## config.mk

```make
export PLATFORM = sky130hd
export DESIGN_NAME = digit_set_ctrl_flat
export DESIGN_NICKNAME = d
export VERILOG_FILES = /design/src/rtl/digit_set_ctrl_pkg.sv /design/src/rtl/digit_set_ctrl_if.sv /design/src/rtl/digit_set_ctrl_wrap.sv /design/src/rtl/digit_set_ctrl.sv /design/src/flat_wrapper.sv
export SDC_FILE = /design/constraint.sdc
export NUM_CORES = 1
export LEC_CHECK = 0
export ABC_AREA = 1
export CORE_AREA = 4 4 94 96
export CTS_BUF_LIST = sky130_fd_sc_hd__clkbuf_4
export CTS_CLUSTER_SIZE = 10
export DETAILED_ROUTE_END_ITERATION = 16
export DIE_AREA = 0 0 98 100
export PLACE_DENSITY = 0.76
export SLEW_MARGIN = 20
export SYNTH_ARGS = -nofsm -noshare
export SYNTH_HDL_FRONTEND = slang
export SYNTH_HIERARCHICAL = 1
export SYNTH_SLANG_ARGS = --single-unit
```

## constraint.sdc

```tcl
create_clock -name clk -period 4.35 [get_ports clk]
set_clock_uncertainty 0.2 [all_clocks]
set_input_delay 0.6525 -clock clk [delete_from_list [all_inputs] [get_ports clk]]
set_output_delay 0.6525 -clock clk [all_outputs]
set_load 0.02 [all_outputs]
```

## src/rtl/digit_set_ctrl_pkg.sv

```systemverilog
// digit_set_ctrl_pkg: shared state encoding and timeout counter sizing
package digit_set_ctrl_pkg;
  typedef enum logic [1:0] {
    IDLE   = 2'd0,
    LOAD   = 2'd1,
    EDIT   = 2'd2,
    COMMIT = 2'd3
  } state_t;
  localparam int TO_CYC_DEF = 1000;
  function automatic int cnt_width(input int to_cyc);
    return (to_cyc < 2) ? 1 : $clog2(to_cyc);
  endfunction
endpackage

```

## src/rtl/digit_set_ctrl_if.sv

```systemverilog
// digit_set_ctrl_if: button, live-value and write-back bundle of the digit editor
interface digit_set_ctrl_if;
  logic        btn_mode;
  logic        btn_next;
  logic        btn_up;
  logic        btn_dn;
  logic [15:0] cur_val;
  logic [3:0]  wr_data;
  logic [3:0]  wr_en;
  logic [15:0] shadow;
  logic [1:0]  cursor;
  logic        editing;
  logic        done;
  logic        abort;
  modport master (
    output btn_mode, btn_next, btn_up, btn_dn, cur_val,
    input  wr_data, wr_en, shadow, cursor, editing, done, abort
  );
  modport slave (
    input  btn_mode, btn_next, btn_up, btn_dn, cur_val,
    output wr_data, wr_en, shadow, cursor, editing, done, abort
  );
endinterface

```

## src/rtl/digit_set_ctrl_wrap.sv

```systemverilog
// digit_wrap_step: one increment/decrement of a digit wrapping within 0..mx
module digit_wrap_step (
  input  logic [3:0] digit,
  input  logic [3:0] mx,
  input  logic       up,
  input  logic       dn,
  output logic [3:0] nxt
);
  assign nxt = up ? ((digit >= mx) ? 4'd0 : digit + 4'd1) :
               dn ? ((digit == 4'd0) ? mx : digit - 4'd1) : digit;
endmodule

```

## src/rtl/digit_set_ctrl.sv

```systemverilog
// digit_set_ctrl: edit a shadow copy of four digit registers and write it back one digit per cycle
module digit_set_ctrl
  import digit_set_ctrl_pkg::*;
#(
  parameter int MAX0   = 9,
  parameter int MAX1   = 5,
  parameter int MAX2   = 9,
  parameter int MAX3   = 5,
  parameter int TO_CYC = TO_CYC_DEF
) (
  input logic           clk,
  input logic           rst,
  digit_set_ctrl_if.slave bus
);
  localparam int CW = cnt_width(TO_CYC);
  localparam logic [15:0] MAXV = {4'(MAX3), 4'(MAX2), 4'(MAX1), 4'(MAX0)};
  state_t        state_q, state_d;
  logic [15:0]   shadow_q, shadow_d;
  logic [1:0]    cursor_q, cursor_d, k_q, k_d;
  logic [CW-1:0] cnt_q, cnt_d;
  logic [3:0]    wr_en_q, wr_en_d, wr_data_q, wr_data_d, step;
  logic          editing_q, editing_d, done_q, done_d, abort_q, abort_d;
  logic          any_btn, up_act, dn_act;
  assign any_btn = bus.btn_mode | bus.btn_next | bus.btn_up | bus.btn_dn;
  assign up_act  = bus.btn_up & ~bus.btn_mode & ~bus.btn_next;
  assign dn_act  = bus.btn_dn & ~bus.btn_mode & ~bus.btn_next & ~bus.btn_up;
  digit_wrap_step u_step (
    .digit(shadow_q[{cursor_q, 2'b00} +: 4]),
    .mx   (MAXV[{cursor_q, 2'b00} +: 4]),
    .up   (up_act),
    .dn   (dn_act),
    .nxt  (step)
  );
  // next-state, edit actions, and the registered output values they imply
  always_comb begin
    state_d  = state_q;
    shadow_d = shadow_q;
    cursor_d = cursor_q;
    cnt_d    = cnt_q;
    k_d      = k_q;
    done_d   = 1'b0;
    abort_d  = 1'b0;
    case (state_q)
      IDLE: state_d = bus.btn_mode ? LOAD : IDLE;
      LOAD: begin
        for (int i = 0; i < 4; i++)
          shadow_d[4*i +: 4] = (bus.cur_val[4*i +: 4] > MAXV[4*i +: 4]) ? 4'd0 : bus.cur_val[4*i +: 4];
        cursor_d = 2'd0;
        cnt_d    = '0;
        state_d  = EDIT;
      end
      EDIT: begin
        cnt_d = any_btn ? '0 : cnt_q + CW'(1);
        if (bus.btn_mode) begin
          state_d = COMMIT;
          k_d     = 2'd0;
        end else if (bus.btn_next) cursor_d = cursor_q + 2'd1;
        else if (any_btn) shadow_d[{cursor_q, 2'b00} +: 4] = step;
        else if (cnt_q == CW'(TO_CYC - 1)) begin
          state_d = IDLE;
          abort_d = 1'b1;
        end
      end
      COMMIT: begin
        k_d = k_q + 2'd1;
        if (k_q == 2'd3) begin
          state_d = IDLE;
          done_d  = 1'b1;
        end
      end
    endcase
    wr_en_d   = (state_d == COMMIT) ? 4'b0001 << k_d : 4'b0000;
    wr_data_d = (state_d == COMMIT) ? shadow_d[{k_d, 2'b00} +: 4] : 4'd0;
    editing_d = (state_d == LOAD) || (state_d == EDIT);
  end
  // state and output registers, cleared asynchronously
  always_ff @(posedge clk or posedge rst) begin
    if (rst) begin
      state_q   <= IDLE;
      shadow_q  <= '0;
      cursor_q  <= '0;
      cnt_q     <= '0;
      k_q       <= '0;
      wr_en_q   <= '0;
      wr_data_q <= '0;
      editing_q <= 1'b0;
      done_q    <= 1'b0;
      abort_q   <= 1'b0;
    end else begin
      state_q   <= state_d;
      shadow_q  <= shadow_d;
      cursor_q  <= cursor_d;
      cnt_q     <= cnt_d;
      k_q       <= k_d;
      wr_en_q   <= wr_en_d;
      wr_data_q <= wr_data_d;
      editing_q <= editing_d;
      done_q    <= done_d;
      abort_q   <= abort_d;
    end
  end
  assign bus.wr_data = wr_data_q;
  assign bus.wr_en   = wr_en_q;
  assign bus.shadow  = shadow_q;
  assign bus.cursor  = cursor_q;
  assign bus.editing = editing_q;
  assign bus.done    = done_q;
  assign bus.abort   = abort_q;
endmodule

```

## src/flat_wrapper.sv

```systemverilog
// flat-port wrapper written by rule: the top's interface ports become plain ports
module digit_set_ctrl_flat import digit_set_ctrl_pkg::*;
#(
  parameter int MAX0   = 9,
  parameter int MAX1   = 5,
  parameter int MAX2   = 9,
  parameter int MAX3   = 5,
  parameter int TO_CYC = TO_CYC_DEF
)
  (clk, rst, bus_btn_mode, bus_btn_next, bus_btn_up, bus_btn_dn, bus_cur_val, bus_wr_data, bus_wr_en, bus_shadow, bus_cursor, bus_editing, bus_done, bus_abort);
  digit_set_ctrl_if bus_i ();
  input logic clk;
  input logic rst;
  input wire logic [$bits(bus_i.btn_mode)-1:0] bus_btn_mode;
  input wire logic [$bits(bus_i.btn_next)-1:0] bus_btn_next;
  input wire logic [$bits(bus_i.btn_up)-1:0] bus_btn_up;
  input wire logic [$bits(bus_i.btn_dn)-1:0] bus_btn_dn;
  input wire logic [$bits(bus_i.cur_val)-1:0] bus_cur_val;
  output wire logic [$bits(bus_i.wr_data)-1:0] bus_wr_data;
  output wire logic [$bits(bus_i.wr_en)-1:0] bus_wr_en;
  output wire logic [$bits(bus_i.shadow)-1:0] bus_shadow;
  output wire logic [$bits(bus_i.cursor)-1:0] bus_cursor;
  output wire logic [$bits(bus_i.editing)-1:0] bus_editing;
  output wire logic [$bits(bus_i.done)-1:0] bus_done;
  output wire logic [$bits(bus_i.abort)-1:0] bus_abort;
  assign bus_i.btn_mode = bus_btn_mode;
  assign bus_i.btn_next = bus_btn_next;
  assign bus_i.btn_up = bus_btn_up;
  assign bus_i.btn_dn = bus_btn_dn;
  assign bus_i.cur_val = bus_cur_val;
  assign bus_wr_data = bus_i.wr_data;
  assign bus_wr_en = bus_i.wr_en;
  assign bus_shadow = bus_i.shadow;
  assign bus_cursor = bus_i.cursor;
  assign bus_editing = bus_i.editing;
  assign bus_done = bus_i.done;
  assign bus_abort = bus_i.abort;
  digit_set_ctrl #(.MAX0(MAX0), .MAX1(MAX1), .MAX2(MAX2), .MAX3(MAX3), .TO_CYC(TO_CYC)) u_core (.clk(clk), .rst(rst), .bus(bus_i));
endmodule
```

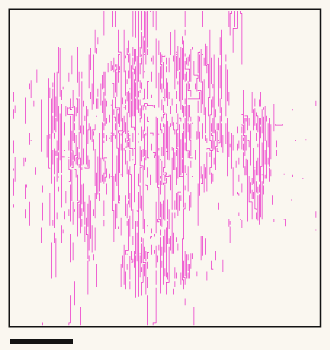
run_1/met2.png
Scale bar: 20 µm.
The layer carries 4190 µm of wire. 460 nets have wire on it. The wires run mostly vertical.
met2 Use GR: 31.3%
final WL: 9070 µm
Vias: 3344

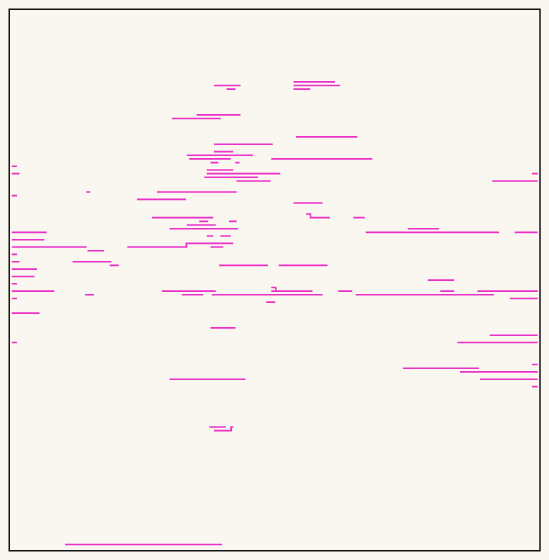
run_1/met3.png
The wires run mostly horizontal. The longest straight run is 28.8 µm. 65 nets have wire on it. The layer carries 565 µm of wire. The layer holds 6.2% of the routed length.
met3 usage: 2.78%

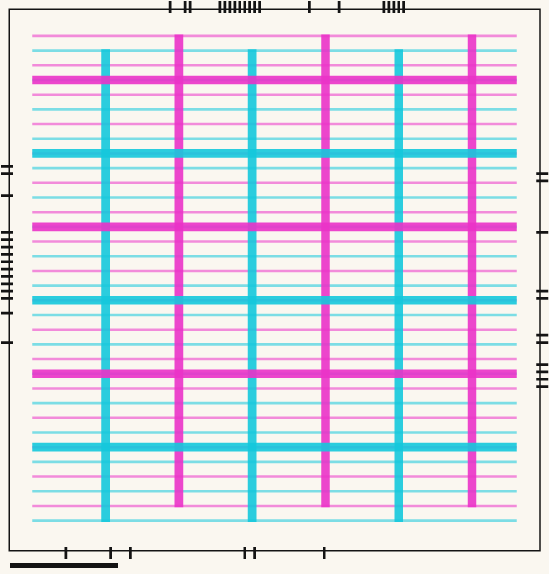
run_1/pdn.png
Scale bar: 20 µm. Pins as bars on the die edge.
Key: VDD = magenta; VSS = cyan
6 straps on met4. 6 straps on met5. The core has 33 rows. 34 met1 rails follow the rows. 51 signal pins sit on the boundary.
die width: 98 µm
die height: 100 µm
maximum VDD drop: 327 µV

==> metrics.csv, run 1 <==
stage,metric,value,unit
flow_run,warnings,35,
setup_path,worstSetupPathType,reg2reg,
pwr,pwr-share-comb,71.1,%
synthesis,ys_cells,473,
place,place_hpwl,7040,µm
place,io_buffer_count,50,
routing,top_layer_used,met4,
clock_tree,hold_buffers,0,
die,num_io_pins,51,
pwr,p_leak,1.93,nW
clock_tree,h-tree-depth,2,
cells_and_area,finalCoreUtilization,49.3,%
cells_and_area,lay_top_count,nand2_1,
die,fp_util,40.8,%
clock_tree,numClockSinks,43,
synthesis,ys.flop_type,dfrtp_1,
pwr,p_sw,1.69,mW
global_routing,grt_max_degree,44,
synthesis,edf_count,0,
final_timing,period_used_share,81.2,%
flow_run,cap_violations,0,
outcome,status,completed,
synthesis,syn_area_per_cell,6.94,µm²
die,std_cell_rows,33,
routing,ant_nets,0,
setup_path,worst_path_dominant_cell_family,simple AND/OR/NAND/NOR gates,
setup_path,crit_path_top_delay_cell,dfrtp_1,
setup_path,cpMostUsedCell,nand2_1,
synthesis,synth_cells,473,
global_routing,antenna_found_initial,1,
final_timing,worstMarginPinSlew,0.856,ns
pwr,intPower,1.43,mW
pwr,switching_share,54.2,%
synthesis,largest_area_cell,dfrtp_1,
cells_and_area,drive_above_1_share,7.05,%
synthesis,topCellsByArea,"dfrtp_1 (33%), nand2_1 (13%), nand3_1 (9.1%)",
setup_path,end_kind,flip-flop,
global_routing,grt_pass1_vias,3278,
routing,met2WireLength,4190,µm
min_path,holdCritPathClass,reg2reg,
setup_path,crit_buf_inv,5,
clock_tree,cts_tree,yes,
clock_tree,root_buffer,clkbuf_4,
cells_and_area,fin_nets,566,
## run 1: per-stage QoR
| stage | setup WS, ns | instance area (µm²) | hold slack (ns) | cells |
|---|---|---|---|---|
| finish | 0.817 | 3970 | 0.323 | 631 |
| global route | 0.382 | 3970 | 0.339 | 631 |
| CTS | 0.881 | 3970 | 0.327 | 630 |
| detailed placement | 0.888 | 3890 | 0.308 | 623 |
| global placement | 0.886 | 3890 | 0.284 | 623 |
| floorplan | 0.974 | 3290 | 0.272 | 475 |
## run 1: power groups by stage
stage	Combinational, mW	Clock [mW]	Sequential (mW)
2_1_floorplan	1.46	0	0.733
3_3_place_gp	2.13	0	0.650
3_5_place_dp	2.17	0	0.650
4_1_cts	2.18	0.264	0.641
5_1_grt	2.48	0.285	0.658
6_report	2.21	0.257	0.642
## run 1: cell families (layout without fill, tap and decap cells)
family / Yosys count / count (layout) / synth area share, %
flip-flops: 43 / 43 / 32.8
buffers and inverters: 85 / 135 / 10.5
AND/OR/NAND/NOR: 251 / 251 / 35.6
adder cells (fa/ha/maj): 19 / 19 / 7.24
other: 2 / 5 / 0.229
AND-OR/OR-AND: 73 / 73 / 13.7
## run 1: final cells by class
| class | instances | share of cell area [%] |
|---|---|---|
| Timing Repair Buffer | 55 | 13.6 |
| Antenna cell | 1 | 0.0631 |
| Tap cell | 105 | 3.31 |
| Sequential cell | 43 | 27.1 |
| Multi-Input combinational cell | 347 | 47.1 |
| Inverter | 73 | 6.97 |
| Clock inverter | 1 | 0.757 |
| Clock buffer | 6 | 1.13 |
## run 1: registers in the layout, indices dropped and copies added, names as in the netlist, 2 cells and up
| name | count |
|---|---|
| u_core/cnt_q | 10 |
| u_core/k_q | 2 |
| u_core/bus.cursor | 2 |
| u_core/state_q | 2 |
| u_core/bus.wr_data | 4 |
| u_core/bus.shadow | 16 |
| u_core/bus.wr_en | 4 |
## run 1: cells in the mapped netlist (2+ instances only)
cell      number
a21boi_0      11
a21oi_1       25
a31oi_1        9
and3_1         3
buf_2          6
buf_4          2
clkbuf_1       2
conb_1         2
dfrtp_1       43
ha_1          19
inv_1         68
inv_2          4
nand2_1      114
nand2_4        3
nand3_1       60
nand4_1        8
nor2_1        38
nor2_2         4
nor2_4         5
nor3_1         9
nor3_2         2
o211ai_1       2
o21ai_0       16
o21ai_1        2
o21bai_1       2
or2_2          2
## run 1: metal layers
metal,track usage [%],vias up
li1,-,1635
met1,25.8,1559
met2,31.3,138
met3,2.78,12
met4,5.86,0
met5,0,-
## run 1: path summary, 6_finish.rpt
path / from / to / slack (ns) / depth (start not counted)
max: u_core/bus.cursor[0] / u_core/bus.wr_data[1] / 0.82 / 24
min: u_core/cnt_q[0] / u_core/cnt_q[0] / 0.32 / 1
min in group asynchronous: rst / u_core/cnt_q[5] / 0.51 / 3
max reg2reg: u_core/bus.cursor[0] / u_core/bus.wr_data[1] / 0.82 / 24
max in group asynchronous: rst / u_core/bus.shadow[4] / 3.05 / 3
min reg2reg: u_core/cnt_q[0] / u_core/cnt_q[0] / 0.32 / 1
==> run 2, diff against run 1 <==
==> constraint.sdc (replaced) <==
create_clock -name clk -period 3.5 [get_ports clk]
set_clock_uncertainty 0.2 [all_clocks]
set_input_delay 0.525 -clock clk [delete_from_list [all_inputs] [get_ports clk]]
set_output_delay 0.525 -clock clk [all_outputs]
set_load 0.02 [all_outputs]
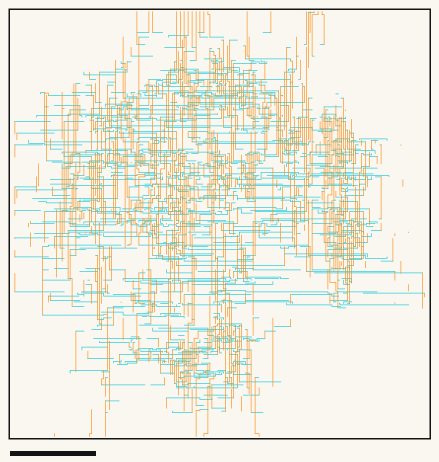
run_2/metal_stack.png
Scale bar: 20 µm. Only two layers are drawn.
Key: met1 = cyan [wire length 3980 µm]; met2 = orange [wire length 4160 µm]
Tot GR Track Use: 18.5%
final WL: 8990 µm
Avg WL per Cell: 14.1 µm
Vias: 3366

==> metrics.csv, run 2 <==
stage,metric,value,unit,change
outcome,status,completed,,unchanged
cells_and_area,antenna_cells,0,,was 1
setup_path,worstSetupPathType,reg2reg,,unchanged
synthesis,syn_area_per_cell,6.94,µm²,unchanged
synthesis,ys_cells,473,,unchanged
synthesis,ys_sh_aoi,13.7,%,unchanged
setup_path,rr_endpoint,u_core/bus.wr_data[3],,was u_core/bus.wr_data[1]
synthesis,ys_top_logic_family,simple AND/OR/NAND/NOR gates,,unchanged
pwr,p_sw,2.14,mW,was 1.69 mW
synthesis,top_cell,nand2_1,,unchanged
cells_and_area,finalCoreUtilization,50.0,%,was 49.3%
global_routing,grt_pass1_vias,3169,,was 3278
setup_path,rrSetupSlack,0.30,ns,was 0.82 ns
setup_path,reg2reg_depth,18,,was 24
clock_tree,hold_buffers,0,,unchanged
flow_run,warnings,36,,was 35
synthesis,topCellsByArea,"dfrtp_1 (33%), nand2_1 (13%), nand3_1 (9.1%)",,unchanged
flow_run,cap_violations,0,,unchanged
cells_and_area,fin_nets,572,,was 566
global_routing,antenna_found_initial,0,,was 1
cells_and_area,drive_above_1_share,8.85,%,was 7.05%
global_routing,grt_max_degree,27,,was 44
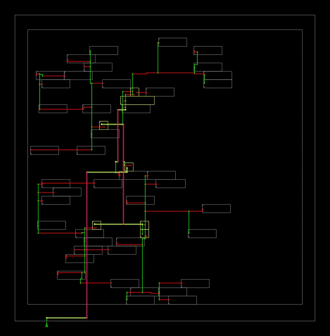
run_2/final_clocks.png
sequential cell count: 43
clock sink count: 43
clkbuf count: 6

==> run 2: worst max-delay path by stage <==
stage                         start  cells past startpoint                     to  slack [ns]
3_5_place_dp           bus_btn_mode                     19  u_core/bus.wr_data[2]        0.16
5_1_grt        u_core/bus.cursor[0]                     20  u_core/bus.wr_data[1]      -0.006
4_1_cts        u_core/bus.cursor[1]                     20  u_core/bus.wr_data[3]        0.35
6_report       u_core/bus.cursor[0]                     18  u_core/bus.wr_data[3]        0.30
3_3_place_gp           bus_btn_mode                     18  u_core/bus.wr_data[2]        0.18
2_1_floorplan  u_core/bus.cursor[0]                     25  u_core/bus.wr_data[0]        0.12
==> run 2: stage by stage <==
| stage | setup TNS, ns | instances | hold slack (ns) | setup WS, ns | cell area, µm² |
|---|---|---|---|---|---|
| floorplan | 0 | 475 | 0.272 | 0.124 | 3290 |
| global placement | 0 | 626 | 0.291 | 0.181 | 3910 |
| detailed placement | 0 | 626 | 0.303 | 0.157 | 3910 |
| CTS | 0 | 633 | 0.271 | 0.348 | 3990 |
| global route | -0.00579 | 636 | 0.318 | -0.00579 | 4020 |
| finish | 0 | 636 | 0.260 | 0.297 | 4020 |
==> run 2: final cells by class <==
class	instances	area, µm²
clock buffer	6	45.0
clock inverter	1	30.0
fill	807	4030
inverter	73	280
multi-input combinational	347	1880
sequential	43	1080
tap	105	131
timing repair buffer	61	583
==> run 2: power by group through the flow <==
stage,Clock [mW],Sequential [mW],Combinational [mW]
after floorplan,0,0.911,1.82
after global placement,0,0.805,2.72
after detailed placement,0,0.807,2.75
after CTS,0.325,0.798,2.77
after global routing,0.343,0.821,3.16
final,0.319,0.802,2.84
==> run 2: routing by layer <==
| layer | routed length (µm) | track usage, % |
|---|---|---|
| met1 | 3980 | 26.0 |
| met2 | 4160 | 29.7 |
| met3 | 646 | 2.02 |
| met4 | 205 | 6.60 |
| met5 | 0 | 0 |
==> run 2: worst reg2reg max path, delay by kind of cell, from the launching register on <==
| family | cells | cell delay, ns |
|---|---|---|
| AOI/OAI and AO/OA | 2 | 0.36 |
| and+or+nand+nor | 11 | 1.34 |
| buffers and inverters | 3 | 0.33 |
| adders and majority gates | 2 | 0.50 |
| DFF | 1 | 0.42 |
==> run 2: logic make-up after synthesis <==
| logic type | Yosys count |
|---|---|
| adder cells (fa/ha/maj) | 19 |
| AND/OR/NAND/NOR | 251 |
| flip-flops | 43 |
| AND-OR/OR-AND | 73 |
| other | 2 |
| buffers and inverters | 85 |
==> run 2: what timing repair did <==
item	CTS	global route
resized	0	4
setup buffers	0	3
endpoints found under the setup margin	0	4
==> run 3, diff against run 2 <==
--- a/config.mk
+++ b/config.mk
@@ -6,14 +6,13 @@
 export NUM_CORES = 1
 export LEC_CHECK = 0
 export ABC_AREA = 1
-export CORE_AREA = 4 4 94 96
+export CORE_AREA = 4 4 90 92
 export CTS_BUF_LIST = sky130_fd_sc_hd__clkbuf_4
 export CTS_CLUSTER_SIZE = 10
 export DETAILED_ROUTE_END_ITERATION = 16
-export DIE_AREA = 0 0 98 100
+export DIE_AREA = 0 0 94 96
 export PLACE_DENSITY = 0.76
 export SLEW_MARGIN = 20
 export SYNTH_ARGS = -nofsm -noshare
 export SYNTH_HDL_FRONTEND = slang
-export SYNTH_HIERARCHICAL = 1
 export SYNTH_SLANG_ARGS = --single-unit
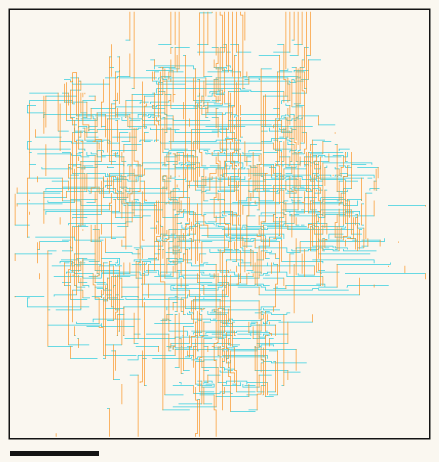
run_3/metal_stack.png
Scale bar: 20 µm. Only two layers are drawn.
Key: met2 = orange [wire length 3940 µm]; met1 = cyan [wire length 3720 µm]
Avg WL per Cell: 14.7 µm
Vias: 3021
final WL: 8280 µm
Tot GR Track Use: 19.1%

==> metrics.csv, run 3 <==
stage,metric,value,unit,change
global_routing,busiest_layer,met2,,unchanged
setup_path,worst_path_dominant_cell_family,simple AND/OR/NAND/NOR gates,,unchanged
place,place_hpwl,6550,µm,was 7000 µm
setup_path,rr_endpoint,u_core.bus.wr_data[0],,was u_core/bus.wr_data[3]
final_timing,period_used_share,88.3,%,was 91.5%
clock_tree,post_cts_buffers,0,,unchanged
die,fp_util,41.6,%,was 40.8%
die,std_cell_rows,31,,was 33
cells_and_area,final-seq-area,0.00108,mm²,about the same
synthesis,synth_cells,410,,was 473
final_timing,tns,0,ns,unchanged
final_timing,worstMarginPinSlew,0.698,ns,was 0.769 ns
synthesis,syn_area_per_cell,7.32,µm²,was 6.94 µm²
synthesis,ys_cells,410,,was 473
place,io_buffer_count,50,,unchanged
setup_path,rrSetupSlack,0.41,ns,was 0.30 ns
global_routing,antenna_found_initial,0,,unchanged
synthesis,synth.top_cells.by_count,"nand2_1 (124), inv_1 (52), dfrtp_1 (43)",,"was nand2_1 (114), inv_1 (68), nand3_1 (60)"
flow_run,cap_violations,0,,unchanged
synthesis,top_cell,nand2_1,,unchanged
setup_path,end_kind,flip-flop,,unchanged
cells_and_area,fill_cells,721,,was 807
global_routing,grt_pass1_vias,2905,,was 3169
clock_tree,hold_buffers,0,,unchanged
cells_and_area,drive_above_1_share,8.86,%,was 8.85%
synthesis,ys.flop_type,dfrtp_1,,unchanged
clock_tree,root_buffer,clkbuf_4,,unchanged
cells_and_area,logic_area,0.00166,mm²,was 0.00188 mm²
cells_and_area,largest_register_ffs,16,,unchanged
setup_path,reg2reg_depth,18,,unchanged
synthesis,largest_area_cell,dfrtp_1,,unchanged
synthesis,edf_count,0,,unchanged
cells_and_area,finalCoreUtilization,51.4,%,was 50.0%
outcome,status,completed,,unchanged
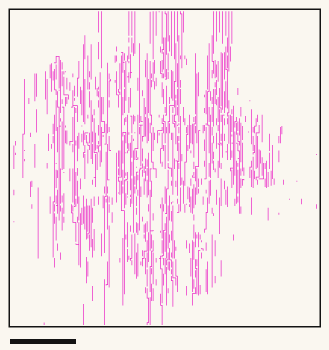
run_3/met2.png
Scale bar: 20 µm.
The layer carries 3940 µm of wire. The wires run mostly vertical.
met2 Use GR: 31.5%

run 3: cell count changes after synthesis, moves of 7 or more:
cell,delta
nor2_1,-14
a21oi_1,-9
nand3_1,-32
a32oi_1,+11
nand2_1,+10
a21boi_0,-11
inv_1,-16
a31oi_1,-7
run 3: worst min path at each step:
stage / depth (start not counted) / start / to
floorplan: 1 / u_core.cnt_q[8] / u_core.cnt_q[8]
global placement: 1 / u_core.cnt_q[8] / u_core.cnt_q[8]
detailed placement: 1 / u_core.cnt_q[8] / u_core.cnt_q[8]
CTS: 1 / u_core.cnt_q[8] / u_core.cnt_q[8]
global route: 1 / u_core.cnt_q[8] / u_core.cnt_q[8]
finish: 2 / rst / u_core.bus.shadow[7]
run 3: cells by family (layout without fill, tap and decap cells):
kind of cell | count (synthesis) | after routing | synth area share, %
flops | 43 | 43 | 35.8
buf+inv | 65 | 118 | 8.79
simple gates | 219 | 219 | 34.0
xor+xnor | 3 | 3 | 0.875
compound gates | 62 | 62 | 13.0
fa+ha+maj | 18 | 18 | 7.50
run 3: layout make-up:
cell class / count / area share, %
Inverter: 57 / 5.81
Timing Repair Buffer: 53 / 14.1
Tap cell: 99 / 3.34
Clock inverter: 3 / 1.82
Multi-Input combinational cell: 302 / 44.9
Sequential cell: 43 / 29.0
Clock buffer: 5 / 1.01
run 3: stage by stage:
stage / cell area, µm² / std cells / setup WS, ns
global placement: 3600 / 554 / 0.392
global route: 3710 / 562 / 0.138
finish: 3710 / 562 / 0.408
floorplan: 3000 / 410 / 0.735
detailed placement: 3600 / 554 / 0.159
CTS: 3710 / 562 / 0.414
run 3: power by group:
group          leakage [nW]  switching, mW  total (mW)  internal, mW
Combinational          1.14           1.01        1.54         0.533
Sequential            0.585          0.120       0.737         0.617
Clock                0.0514          0.178       0.400         0.222
Total                  1.78           1.31        2.68          1.37
run 3: routing by layer:
layer	up-vias	part of all wire [%]	wire length, µm
li1	1450	-	-
met1	1456	45	3720
met2	97	48	3940
met3	18	5.1	425
met4	0	2.4	202
met5	-	0	0
No activity file was given, so power comes from the tool's default toggle rates.
